**Placement density heat map**

12 x 11 tiles, from white (low) to dark blue (high), 0 to 100% covered.
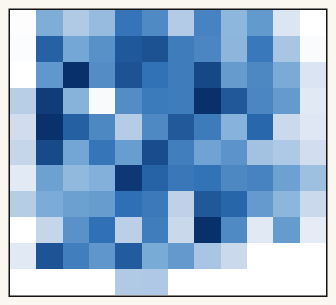
**Pin map**

Pins as bars across the die edge, other pins in grey.
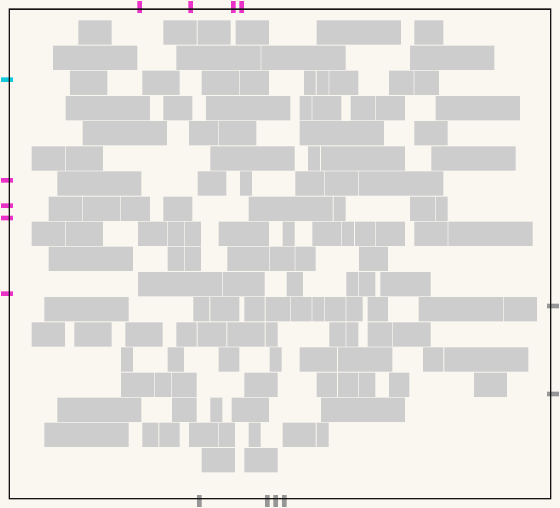
--- config.mk ---
export PLATFORM = sky130hd
export DESIGN_NAME = seq_frame_tx
export DESIGN_NICKNAME = d
export VERILOG_FILES = /design/src/rtl/seq_pkg.sv /design/src/rtl/seq_tx_shifter.sv /design/src/rtl/seq_frame_tx.sv
export SDC_FILE = /design/constraint.sdc
export NUM_CORES = 1
export LEC_CHECK = 0
export CORE_ASPECT_RATIO = 0.9
export CORE_UTILIZATION = 45
export CTS_BUF_LIST = sky130_fd_sc_hd__clkbuf_16
export DETAILED_ROUTE_END_ITERATION = 10
export PLACE_DENSITY_LB_ADDON = 0.12
export SLEW_MARGIN = 20
export SYNTH_ARGS = -nofsm -noshare
export SYNTH_HDL_FRONTEND = slang
export SYNTH_SLANG_ARGS = --single-unit
--- constraint.sdc ---
create_clock -name clk -period 5 [get_ports clk]
set_input_delay 1 -clock clk [delete_from_list [all_inputs] [get_ports clk]]
set_output_delay 1 -clock clk [all_outputs]
set_load 0.01 [all_outputs]
--- src/rtl/seq_pkg.sv ---
// Shared definitions for the serial frame transmitter and the receive-side sync detector.
package seq_pkg;

  typedef enum logic [2:0] {
    StIdle,
    StSync,
    StData,
    StParity,
    StGap
  } seq_state_e;

  localparam logic [3:0] SYNC_PAT_DEFAULT = 4'b1101;

  function automatic int unsigned max3(input int unsigned a, input int unsigned b,
                                       input int unsigned c);
    int unsigned m;
    m = (a > b) ? a : b;
    return (m > c) ? m : c;
  endfunction

  // Counter only ever holds (max_val - 1), so $clog2(max_val) bits suffice.
  function automatic int unsigned cnt_width(input int unsigned max_val);
    return (max_val < 2) ? 1 : $clog2(max_val);
  endfunction

endpackage

--- src/rtl/seq_tx_shifter.sv ---
// Loadable MSB-first shift register with a saturating down-counter for bit position.
module seq_tx_shifter #(
  parameter int unsigned W  = 8,
  parameter int unsigned CW = 3
) (
  input  logic          clk,
  input  logic          reset,
  input  logic          load,
  input  logic          shift,
  input  logic [W-1:0]  load_val,
  input  logic [CW-1:0] load_cnt,
  output logic          msb,
  output logic          cnt_zero
);

  logic [W-1:0]  sreg_q;
  logic [CW-1:0] cnt_q;

  // Zeros shift in, so the line idles low once a field has been fully sent.
  always_ff @(posedge clk or posedge reset) begin
    if (reset) begin
      sreg_q <= '0;
      cnt_q  <= '0;
    end else if (load) begin
      sreg_q <= load_val;
      cnt_q  <= load_cnt;
    end else if (shift) begin
      sreg_q <= sreg_q << 1;
      if (cnt_q != '0) cnt_q <= cnt_q - 1'b1;
    end
  end

  assign msb      = sreg_q[W-1];
  assign cnt_zero = (cnt_q == '0);

endmodule

--- src/rtl/seq_frame_tx.sv ---
// Serial frame transmitter: sync header, MSB-first payload, even parity, then idle gap.
module seq_frame_tx
  import seq_pkg::*;
#(
  parameter int unsigned       DATA_W   = 8,
  parameter int unsigned       SYNC_W   = 4,
  parameter logic [SYNC_W-1:0] SYNC_PAT = SYNC_PAT_DEFAULT,
  parameter int unsigned       GAP_BITS = 2
) (
  input  logic              clk,
  input  logic              reset,
  input  logic              in_valid,
  input  logic [DATA_W-1:0] in_data,
  output logic              in_ready,
  output logic              dout,
  output logic              busy,
  output logic              frame_done
);

  localparam int unsigned SW = (SYNC_W > DATA_W) ? SYNC_W : DATA_W;
  localparam int unsigned CW = cnt_width(max3(SYNC_W, DATA_W, GAP_BITS));

  localparam logic [CW-1:0] SYNC_LAST = CW'(SYNC_W - 1);
  localparam logic [CW-1:0] DATA_LAST = CW'(DATA_W - 1);
  localparam logic [CW-1:0] GAP_LAST  = CW'((GAP_BITS > 0) ? GAP_BITS - 1 : 0);
  // Fields are left-aligned so the shifter MSB is always the bit on the line.
  localparam logic [SW-1:0] SYNC_LOAD = SW'(SYNC_PAT) << (SW - SYNC_W);

  seq_state_e        state_q, state_d;
  logic [DATA_W-1:0] payload_q;
  logic              load, shift, cnt_zero, msb;
  logic [SW-1:0]     load_val;
  logic [CW-1:0]     load_cnt;

  always_ff @(posedge clk or posedge reset) begin
    if (reset) begin
      state_q   <= StIdle;
      payload_q <= '0;
    end else begin
      state_q <= state_d;
      if (state_q == StIdle && in_valid) payload_q <= in_data;
    end
  end

  always_comb begin
    state_d  = state_q;
    load     = 1'b0;
    shift    = 1'b0;
    load_val = '0;
    load_cnt = '0;
    unique case (state_q)
      StIdle: begin
        if (in_valid) begin
          state_d  = StSync;
          load     = 1'b1;
          load_val = SYNC_LOAD;
          load_cnt = SYNC_LAST;
        end
      end
      StSync: begin
        if (cnt_zero) begin
          state_d  = StData;
          load     = 1'b1;
          load_val = SW'(payload_q) << (SW - DATA_W);
          load_cnt = DATA_LAST;
        end else begin
          shift = 1'b1;
        end
      end
      StData: begin
        if (cnt_zero) begin
          state_d  = StParity;
          load     = 1'b1;
          load_val = SW'(^payload_q) << (SW - 1);
        end else begin
          shift = 1'b1;
        end
      end
      StParity: begin
        // Loading zeros drops the line low for the gap (or idle).
        load = 1'b1;
        if (GAP_BITS == 0) begin
          state_d = StIdle;
        end else begin
          state_d  = StGap;
          load_cnt = GAP_LAST;
        end
      end
      StGap: begin
        if (cnt_zero) state_d = StIdle;
        else          shift   = 1'b1;
      end
      default: state_d = StIdle;
    endcase
  end

  seq_tx_shifter #(
    .W  (SW),
    .CW (CW)
  ) u_shifter (
    .clk      (clk),
    .reset    (reset),
    .load     (load),
    .shift    (shift),
    .load_val (load_val),
    .load_cnt (load_cnt),
    .msb      (msb),
    .cnt_zero (cnt_zero)
  );

  assign dout       = msb;
  assign busy       = (state_q != StIdle);
  assign frame_done = (state_q == StParity);
  assign in_ready   = (state_q == StIdle) && !reset;

endmodule
==> results.txt <==
Status = finished, final reports clean
Yosys cell count = 123
Vias in the first global route = 847
Root Buffer = clkbuf_16
CP required = 4.00 ns
YS chip area = 0.00129 sq mm
Vias = 946
WP buf/inv = 2
DRT antenna net count = 0
Min-Delay Path Class = register to register
Hold-fix buffers, CTS = 0
TritonRoute pass-1 iters = 4
Synth mux share = 0.0903
Rel. slew slack = 0.441
Library cells used by synthesis = 42
Worst Path Arrival = 2.05 ns
Nets = 148
Initial antenna violation count = 0
Late-Pin Clk Latency = 0.25 ns
CP Class = primary input to output port
CP most frequent cell = clkdlybuf4s50_1
RD Place Congestion = 0.761
Post-synthesis register bit count = 22
Final setup violation count = 0
Comb area leader = AND-OR/OR-AND gates
Fraction of layout cells with a size suffix above 1 = 0.150
Pwr Density = 729 mW/mm^2
Die area = 0.00308 sq mm
Largest net degree at the start of global routing = 23
Adder Area Share = 0.0194
Xor/xnor share = 0.0476
Worst-path cell chain = clkdlybuf4s50_1 -> nor2_1 -> clkdlybuf4s50_1
Max Cap Viol = 0
Placement Setup Slack = 1.94 ns
Gr usage total = 0.179
Crit-path slowest cell = clkdlybuf4s50_1
Postcts setup bufs = 0
Hpwl dp = 1.83 mm
Inserted Diodes = 0
Post-Synthesis Cells = 123
Final Cycle Share = 0.610
Max Fclk = 328 MHz
Setup TNS = 0 ns
Clock-pin transition on the worst setup and hold timing paths = 0.06 ns
Final Max Slew Viols = 0
Peak fanout along the critical path = 2
EDFF count, synth = 0
Hold violation total from the final report = 0
Post-route setup slack = 1.95 ns
IO Pins = 15
Main synth FF type = dfrtp_1
Clk buf depth = 2
Minimum period implied by the final worst setup slack = 3.05 ns
Yosys simple share = 0.164
Register share after synthesis = 0.427
CTS resizes = 0
Yosys warns = 0
Worst setup EP type = output port
Critical Path Start Type = primary input
Vias per Instance = 5.47
# rows = 18
Peak VDD IR = 305 uV
Max incr delay on CP = 0.53 ns
WL final = 2.51 mm
Aoi share = 0.209
Layout area overhead = 17.8%
P_leak = 0.626 nW
Layout Skew = 0.00236 ns
RSZ-0062 raised after global routing = false
DR WL/cell = 14.5 um
CTS buffer count = 3
First-pass GRT wire length = 4.02 mm
CTS H-tree lvls = 1
Measured slew at the worst slew-check pin = 0.837 ns
Synthesized area per cell = 10.5 sq um
Synth async-reset ratio = 1.00
GRT overflow = 0
Iter 0 DRT Violations = 33
Back to the opening pictures, 'placement density heat map':
- tiles over 75% full: 17%
- fullest tile: 100%
- mean over tiles: 48%
core area: 0.00273 sq mm
fin util: 0.557
floorplan core density: 0.473

Back to the opening pictures, 'pin map':
- `in_data`: magenta (pins 8; direction input; edge 4 top, 4 left)
- `clk`: cyan (pins 1; direction input; edge left)
- all pins by edge: 5 left, 4 bottom, 4 top, 2 right
port buffer count: 14
Die Width: 58.4 um

worst reg2reg max path, delay by kind of cell, from the launching register on:
kind | cells | cell delay [ns]
AOI/OAI and AO/OA | 3 | 0.75
adders and majority gates | 1 | 0.22
buffers and inverters | 1 | 0.14
DFF | 1 | 0.39
and+or+nand+nor | 1 | 0.53
power breakdown:
part	switching (W)	internal, W
combinational	0.000260	0.000317
sequential	0.0000982	0.000269
clock	0.0000571	0.000105
worst paths after layout:
path                       cells past startpoint                            start                               to
min                                            1  u_shifter.sreg_q[0]$_DFFE_PP0P_  u_shifter.sreg_q[0]$_DFFE_PP0P_
min reg2reg                                    1  u_shifter.sreg_q[0]$_DFFE_PP0P_  u_shifter.sreg_q[0]$_DFFE_PP0P_
max                                            3                            reset                         in_ready
max reg2reg                                    6   u_shifter.cnt_q[0]$_DFFE_PP0P_  u_shifter.sreg_q[7]$_DFFE_PP0P_
min in group asynchronous                      2                            reset           state_q[0]$_DFFE_PP0P_
max in group asynchronous                      2                            reset         payload_q[3]$_DFFE_PP0P_
metal layers:
metal / part of all wire / track usage / wire [um]
met5: 0 / 0 / 0
met2: 0.45 / 0.272 / 1120
met3: 0.039 / 0.0370 / 98
met4: 0.0068 / 0.0476 / 17
met1: 0.51 / 0.257 / 1270
through the flow:
step	power, W	hold WS (ns)	instances	area (sq um)
4_1_cts	0.00112	0.509	173	1520
3_5_place_dp	0.000948	0.496	170	1440
6_report	0.00111	0.509	173	1520
3_3_place_gp	0.000934	0.492	170	1440
2_1_floorplan	0.000825	0.474	123	1290
5_1_grt	0.00119	0.538	173	1520
synthesized netlist by cell type, drive strengths merged (4+ instances only):
library cell / count / area (sq um)
a21oi: 4 / 20.0
a2bb2oi: 4 / 35.0
clkbuf: 4 / 15.0
dfrtp: 22 / 551
inv: 5 / 18.8
mux2: 10 / 116
nand2: 7 / 26.3
nor2: 7 / 33.8
nor2b: 5 / 31.3
o211ai: 4 / 30.0
o21ai: 5 / 25.0
xnor2: 7 / 61.3
cells by family after synthesis:
group / after synthesis
muxes: 10
xor gates and xnor gates: 7
and+or+nand+nor: 37
adders and majority gates: 2
buffers and inverters: 12
AOI/OAI and AO/OA: 33
DFF: 22
area by class of cell:
cell class | instances | area [sq um]
fill | 246 | 1210
multi-input combinational | 89 | 683
sequential | 22 | 551
timing repair buffer | 14 | 140
clock buffer | 3 | 75.1
tap | 40 | 50.0
inverter | 5 | 18.8
registers in the layout, summed over array words and instances (netlist names):
name	count
u_shifter.cnt_q	3
payload_q	8
state_q	3
u_shifter.sreg_q	8
placed cells by master (no fill, tap or decap), types with 2 or more instances in the layout:
master and count:
clkbuf_16 3, nand3b_1 2, a221o_1 2, dfrtp_1 22, and2_1 2, o22a_1 3, a21oi_1 4, nand2_1 7
nor2_1 6, o21ai_0 4, nor3_1 3, o211ai_1 4, o211a_1 2, nand3_1 2, inv_1 4, xnor2_1 7
mux2_2 9, clkdlybuf4s50_1 14, ha_1 2, a211o_1 2, a2bb2oi_1 4, nand2b_1 2, nor2b_1 5
Power figures rest on the tool's default switching activity, not on a simulated workload.
